==> config.mk <==
export PLATFORM = sky130hd
export DESIGN_NAME = uart_rx_oversampled_flat
export DESIGN_NICKNAME = d
export VERILOG_FILES = /design/src/rtl/uart_rx_oversampled_if.sv /design/src/rtl/uart_rx_oversampled.sv /design/src/flat_wrapper.sv
export SDC_FILE = /design/constraint.sdc
export NUM_CORES = 1
export LEC_CHECK = 0
export CAP_MARGIN = 25
export CELL_PAD_IN_SITES_DETAIL_PLACEMENT = 0
export CELL_PAD_IN_SITES_GLOBAL_PLACEMENT = 1
export CORE_ASPECT_RATIO = 0.6
export CORE_MARGIN = 2
export CORE_UTILIZATION = 30
export CTS_CLUSTER_DIAMETER = 150
export DETAILED_ROUTE_END_ITERATION = 10
export PLACE_DENSITY_LB_ADDON = 0.1
export SLEW_MARGIN = 0
export SYNTH_ARGS = -nofsm -noshare
export SYNTH_HDL_FRONTEND = slang
export SYNTH_SLANG_ARGS = --single-unit
==> constraint.sdc <==
create_clock -name clock -period 2.9 [get_ports clock]
set_clock_uncertainty 0.1 [all_clocks]
set_input_delay 0.29 -clock clock [delete_from_list [all_inputs] [get_ports clock]]
set_output_delay 0.29 -clock clock [all_outputs]
set_load 0.02 [all_outputs]
==> src/rtl/uart_rx_oversampled_if.sv <==
// Receive-side character handshake: the receiver drives a character plus its
// error flags, and the consumer accepts it with ready.
interface uart_rx_oversampled_if #(
  parameter int DATA_BITS = 8
) ();
  logic [DATA_BITS-1:0] data;
  logic                 valid;
  logic                 ready;
  logic                 parity_err;
  logic                 frame_err;
  logic                 overrun;

  modport master (
    output data, valid, parity_err, frame_err, overrun,
    input  ready
  );

  modport slave (
    input  data, valid, parity_err, frame_err, overrun,
    output ready
  );
endinterface

==> src/rtl/uart_rx_oversampled.sv <==
// Oversampled UART receiver: synchronises rx, votes 3 mid-bit samples per bit and
// delivers each character with parity/framing flags on a valid/ready handshake.
module uart_rx_oversampled #(
  parameter int DATA_BITS   = 8,
  parameter int PARITY      = 0,
  parameter int STOP_BITS   = 1,
  parameter int SAMPLE_RATE = 16,
  parameter int SYNC_STAGES = 2
) (
  input  logic                  clock,
  input  logic                  reset,
  input  logic                  tick,
  input  logic                  rx,
  uart_rx_oversampled_if.master bus
);

  localparam int CW = $clog2(SAMPLE_RATE);
  localparam int IW = $clog2(DATA_BITS);
  localparam int M  = SAMPLE_RATE / 2;
  localparam logic [CW-1:0] C_LAST = CW'(SAMPLE_RATE - 1);
  localparam logic [CW-1:0] C_S0   = CW'(M - 1);
  localparam logic [CW-1:0] C_S1   = CW'(M);
  localparam logic [CW-1:0] C_S2   = CW'(M + 1);
  localparam logic [IW-1:0] I_LAST = IW'(DATA_BITS - 1);
  localparam logic          S_LAST = 1'(STOP_BITS - 1);

  typedef enum logic [2:0] {
    S_IDLE, S_START, S_DATA, S_PARITY, S_STOP
  } state_t;

  logic [SYNC_STAGES-1:0] sync_q, sync_d;
  logic                   rx_s;

  state_t                 state_q, state_d;
  logic [CW-1:0]          cnt_q, cnt_d;
  logic [IW-1:0]          idx_q, idx_d;
  logic                   stop_idx_q, stop_idx_d;
  logic                   s0_q, s0_d, s1_q, s1_d;
  logic [DATA_BITS-1:0]   shreg_q, shreg_d;
  logic                   par_bit_q, par_bit_d;
  logic                   perr_q, perr_d;
  logic                   ferr_q, ferr_d;
  logic                   zero_q, zero_d;
  logic                   armed_q, armed_d;

  logic [DATA_BITS-1:0]   data_q, data_d;
  logic                   valid_q, valid_d;
  logic                   perr_out_q, perr_out_d;
  logic                   ferr_out_q, ferr_out_d;
  logic                   overrun_q, overrun_d;

  logic                   maj;
  logic                   wrap;
  logic                   at_mid;
  logic                   complete;
  logic                   ferr_fin;

  always_comb begin
    sync_d = sync_q;
    sync_d[0] = rx;
    for (int i = 1; i < SYNC_STAGES; i++) begin
      sync_d[i] = sync_q[i-1];
    end
  end

  assign rx_s   = sync_q[SYNC_STAGES-1];
  assign maj    = (s0_q & s1_q) | (s0_q & rx_s) | (s1_q & rx_s);
  assign wrap   = (cnt_q == C_LAST);
  assign at_mid = (cnt_q == C_S2);

  always_comb begin
    state_d    = state_q;
    cnt_d      = cnt_q;
    idx_d      = idx_q;
    stop_idx_d = stop_idx_q;
    s0_d       = s0_q;
    s1_d       = s1_q;
    shreg_d    = shreg_q;
    par_bit_d  = par_bit_q;
    perr_d     = perr_q;
    ferr_d     = ferr_q;
    zero_d     = zero_q;
    armed_d    = armed_q;
    complete   = 1'b0;
    ferr_fin   = ferr_q;

    if (tick) begin
      if (state_q != S_IDLE) begin
        cnt_d = wrap ? '0 : cnt_q + 1'b1;
        if (cnt_q == C_S0) s0_d = rx_s;
        if (cnt_q == C_S1) s1_d = rx_s;
      end

      case (state_q)
        S_IDLE: begin
          // After a break the line must go high again before a new start counts.
          if (rx_s) begin
            armed_d = 1'b1;
          end else if (armed_q) begin
            state_d = S_START;
            cnt_d   = CW'(1);
            perr_d  = 1'b0;
            ferr_d  = 1'b0;
            zero_d  = 1'b1;
          end
        end

        S_START: begin
          if (at_mid && maj) begin
            state_d = S_IDLE;
            cnt_d   = '0;
          end else if (wrap) begin
            state_d = S_DATA;
            idx_d   = '0;
          end
        end

        S_DATA: begin
          if (at_mid) begin
            shreg_d = {maj, shreg_q[DATA_BITS-1:1]};
            if (maj) zero_d = 1'b0;
          end
          if (wrap) begin
            if (idx_q == I_LAST) begin
              state_d    = (PARITY != 0) ? S_PARITY : S_STOP;
              stop_idx_d = 1'b0;
            end else begin
              idx_d = idx_q + 1'b1;
            end
          end
        end

        S_PARITY: begin
          if (at_mid) begin
            par_bit_d = maj;
            if (maj) zero_d = 1'b0;
          end
          if (wrap) begin
            perr_d  = (^shreg_q) ^ par_bit_q ^ (PARITY == 1);
            state_d = S_STOP;
          end
        end

        S_STOP: begin
          if (at_mid) begin
            if (!maj) ferr_d = 1'b1;
            else      zero_d = 1'b0;
            ferr_fin = ferr_q | ~maj;
            // Finish mid-bit so a start edge in the tail of the stop bit is caught.
            if (stop_idx_q == S_LAST) begin
              complete = 1'b1;
              state_d  = S_IDLE;
              cnt_d    = '0;
              armed_d  = ~(zero_q & ~maj);
            end
          end else if (wrap) begin
            stop_idx_d = stop_idx_q + 1'b1;
          end
        end

        default: begin
          state_d = S_IDLE;
          cnt_d   = '0;
        end
      endcase
    end
  end

  always_comb begin
    data_d     = data_q;
    valid_d    = valid_q;
    perr_out_d = perr_out_q;
    ferr_out_d = ferr_out_q;
    overrun_d  = 1'b0;

    if (complete) begin
      if (!valid_q || bus.ready) begin
        data_d     = shreg_q;
        perr_out_d = perr_q;
        ferr_out_d = ferr_fin;
        valid_d    = 1'b1;
      end else begin
        overrun_d = 1'b1;
      end
    end else if (valid_q && bus.ready) begin
      valid_d = 1'b0;
    end
  end

  always_ff @(posedge clock) begin
    if (reset) begin
      sync_q     <= '1;
      state_q    <= S_IDLE;
      cnt_q      <= '0;
      idx_q      <= '0;
      stop_idx_q <= 1'b0;
      s0_q       <= 1'b1;
      s1_q       <= 1'b1;
      shreg_q    <= '0;
      par_bit_q  <= 1'b0;
      perr_q     <= 1'b0;
      ferr_q     <= 1'b0;
      zero_q     <= 1'b0;
      armed_q    <= 1'b1;
      data_q     <= '0;
      valid_q    <= 1'b0;
      perr_out_q <= 1'b0;
      ferr_out_q <= 1'b0;
      overrun_q  <= 1'b0;
    end else begin
      sync_q     <= sync_d;
      state_q    <= state_d;
      cnt_q      <= cnt_d;
      idx_q      <= idx_d;
      stop_idx_q <= stop_idx_d;
      s0_q       <= s0_d;
      s1_q       <= s1_d;
      shreg_q    <= shreg_d;
      par_bit_q  <= par_bit_d;
      perr_q     <= perr_d;
      ferr_q     <= ferr_d;
      zero_q     <= zero_d;
      armed_q    <= armed_d;
      data_q     <= data_d;
      valid_q    <= valid_d;
      perr_out_q <= perr_out_d;
      ferr_out_q <= ferr_out_d;
      overrun_q  <= overrun_d;
    end
  end

  assign bus.data       = data_q;
  assign bus.valid      = valid_q;
  assign bus.parity_err = perr_out_q;
  assign bus.frame_err  = ferr_out_q;
  assign bus.overrun    = overrun_q;

endmodule

==> src/flat_wrapper.sv <==
// flat-port wrapper written by rule: the top's interface ports become plain ports
module uart_rx_oversampled_flat 
#(
  parameter int DATA_BITS   = 8,
  parameter int PARITY      = 0,
  parameter int STOP_BITS   = 1,
  parameter int SAMPLE_RATE = 16,
  parameter int SYNC_STAGES = 2
)
  (clock, reset, tick, rx, bus_data, bus_valid, bus_parity_err, bus_frame_err, bus_overrun, bus_ready);
  uart_rx_oversampled_if #(.DATA_BITS(DATA_BITS)) bus_i ();
  input  logic clock;
  input  logic reset;
  input  logic tick;
  input  logic rx;
  output wire logic [$bits(bus_i.data)-1:0] bus_data;
  output wire logic [$bits(bus_i.valid)-1:0] bus_valid;
  output wire logic [$bits(bus_i.parity_err)-1:0] bus_parity_err;
  output wire logic [$bits(bus_i.frame_err)-1:0] bus_frame_err;
  output wire logic [$bits(bus_i.overrun)-1:0] bus_overrun;
  input wire logic [$bits(bus_i.ready)-1:0] bus_ready;
  assign bus_data = bus_i.data;
  assign bus_valid = bus_i.valid;
  assign bus_parity_err = bus_i.parity_err;
  assign bus_frame_err = bus_i.frame_err;
  assign bus_overrun = bus_i.overrun;
  assign bus_i.ready = bus_ready;
  uart_rx_oversampled #(.DATA_BITS(DATA_BITS), .PARITY(PARITY), .STOP_BITS(STOP_BITS), .SAMPLE_RATE(SAMPLE_RATE), .SYNC_STAGES(SYNC_STAGES)) u_core (.clock(clock), .reset(reset), .tick(tick), .rx(rx), .bus(bus_i));
endmodule
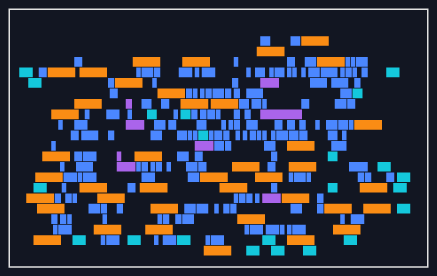
(cell classes on the final placement)
- other buffers and delay cells: cyan (cells 22; share of their area 9.3%)
- clock drivers and dummy loads: purple (cells 8; share of their area 4.9%)
- flip-flops: orange (cells 40; share of their area 36%)
- all other logic: blue (cells 177; share of their area 50%)

==> flow_summary.json <==
{
  "placed_area_um2": 2205,
  "ios": 17,
  "worstPathArrival_ns": 2.30,
  "htreeDepth": 2,
  "clock.fmax_mhz": 449.1,
  "p_sw_frac": 0.2289,
  "power_leader": "registers",
  "maxCapViolations": 0,
  "comb_area_um2": 1056,
  "top_cell": "dfxtp_1",
  "cts-resized-gates": 0,
  "flop-count": 40,
  "fin_crit_ns": 2.227,
  "cts_tree": "built",
  "dr.pass1.iters": 4,
  "slew_violations": 0,
  "avgRoutedWirePerCell_um": 14.51,
  "nFillCells": 640,
  "nWellTaps": 84,
  "syn_avg_cell_area_um2": 8.497,
  "ys_sh_mux": 0.07682,
  "outcome": "finished clean",
  "dp.cells": 323,
  "relSlewSlack": 0.6195,
  "buffer_area_frac": 0.08874,
  "num_rows": 22,
  "drt_iter0_drc": 151,
  "ir_drop_mv": 0.1688,
  "gp_congestion": 0.8401,
  "yosysTopAreaCellShare": 0.4097,
  "crit_cells": 6,
  "ff2ff_setup_slack_ns": 0.67,
  "met1_usage": 0.2484,
  "r2r-start": "u_core.cnt_q[0]",
  "comb_share": 0.4567,
  "busiest_layer": "met1"
}
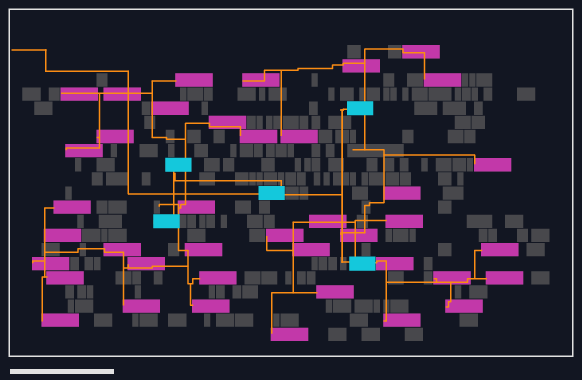
(clock network drawn from the DEF)
The bar under the picture is 20 um long.
- clock wires: orange (length 587 um)
- flip-flops: magenta (count 40)
- cells driving clock nets: cyan (count 5)
- flops lie: widely spread

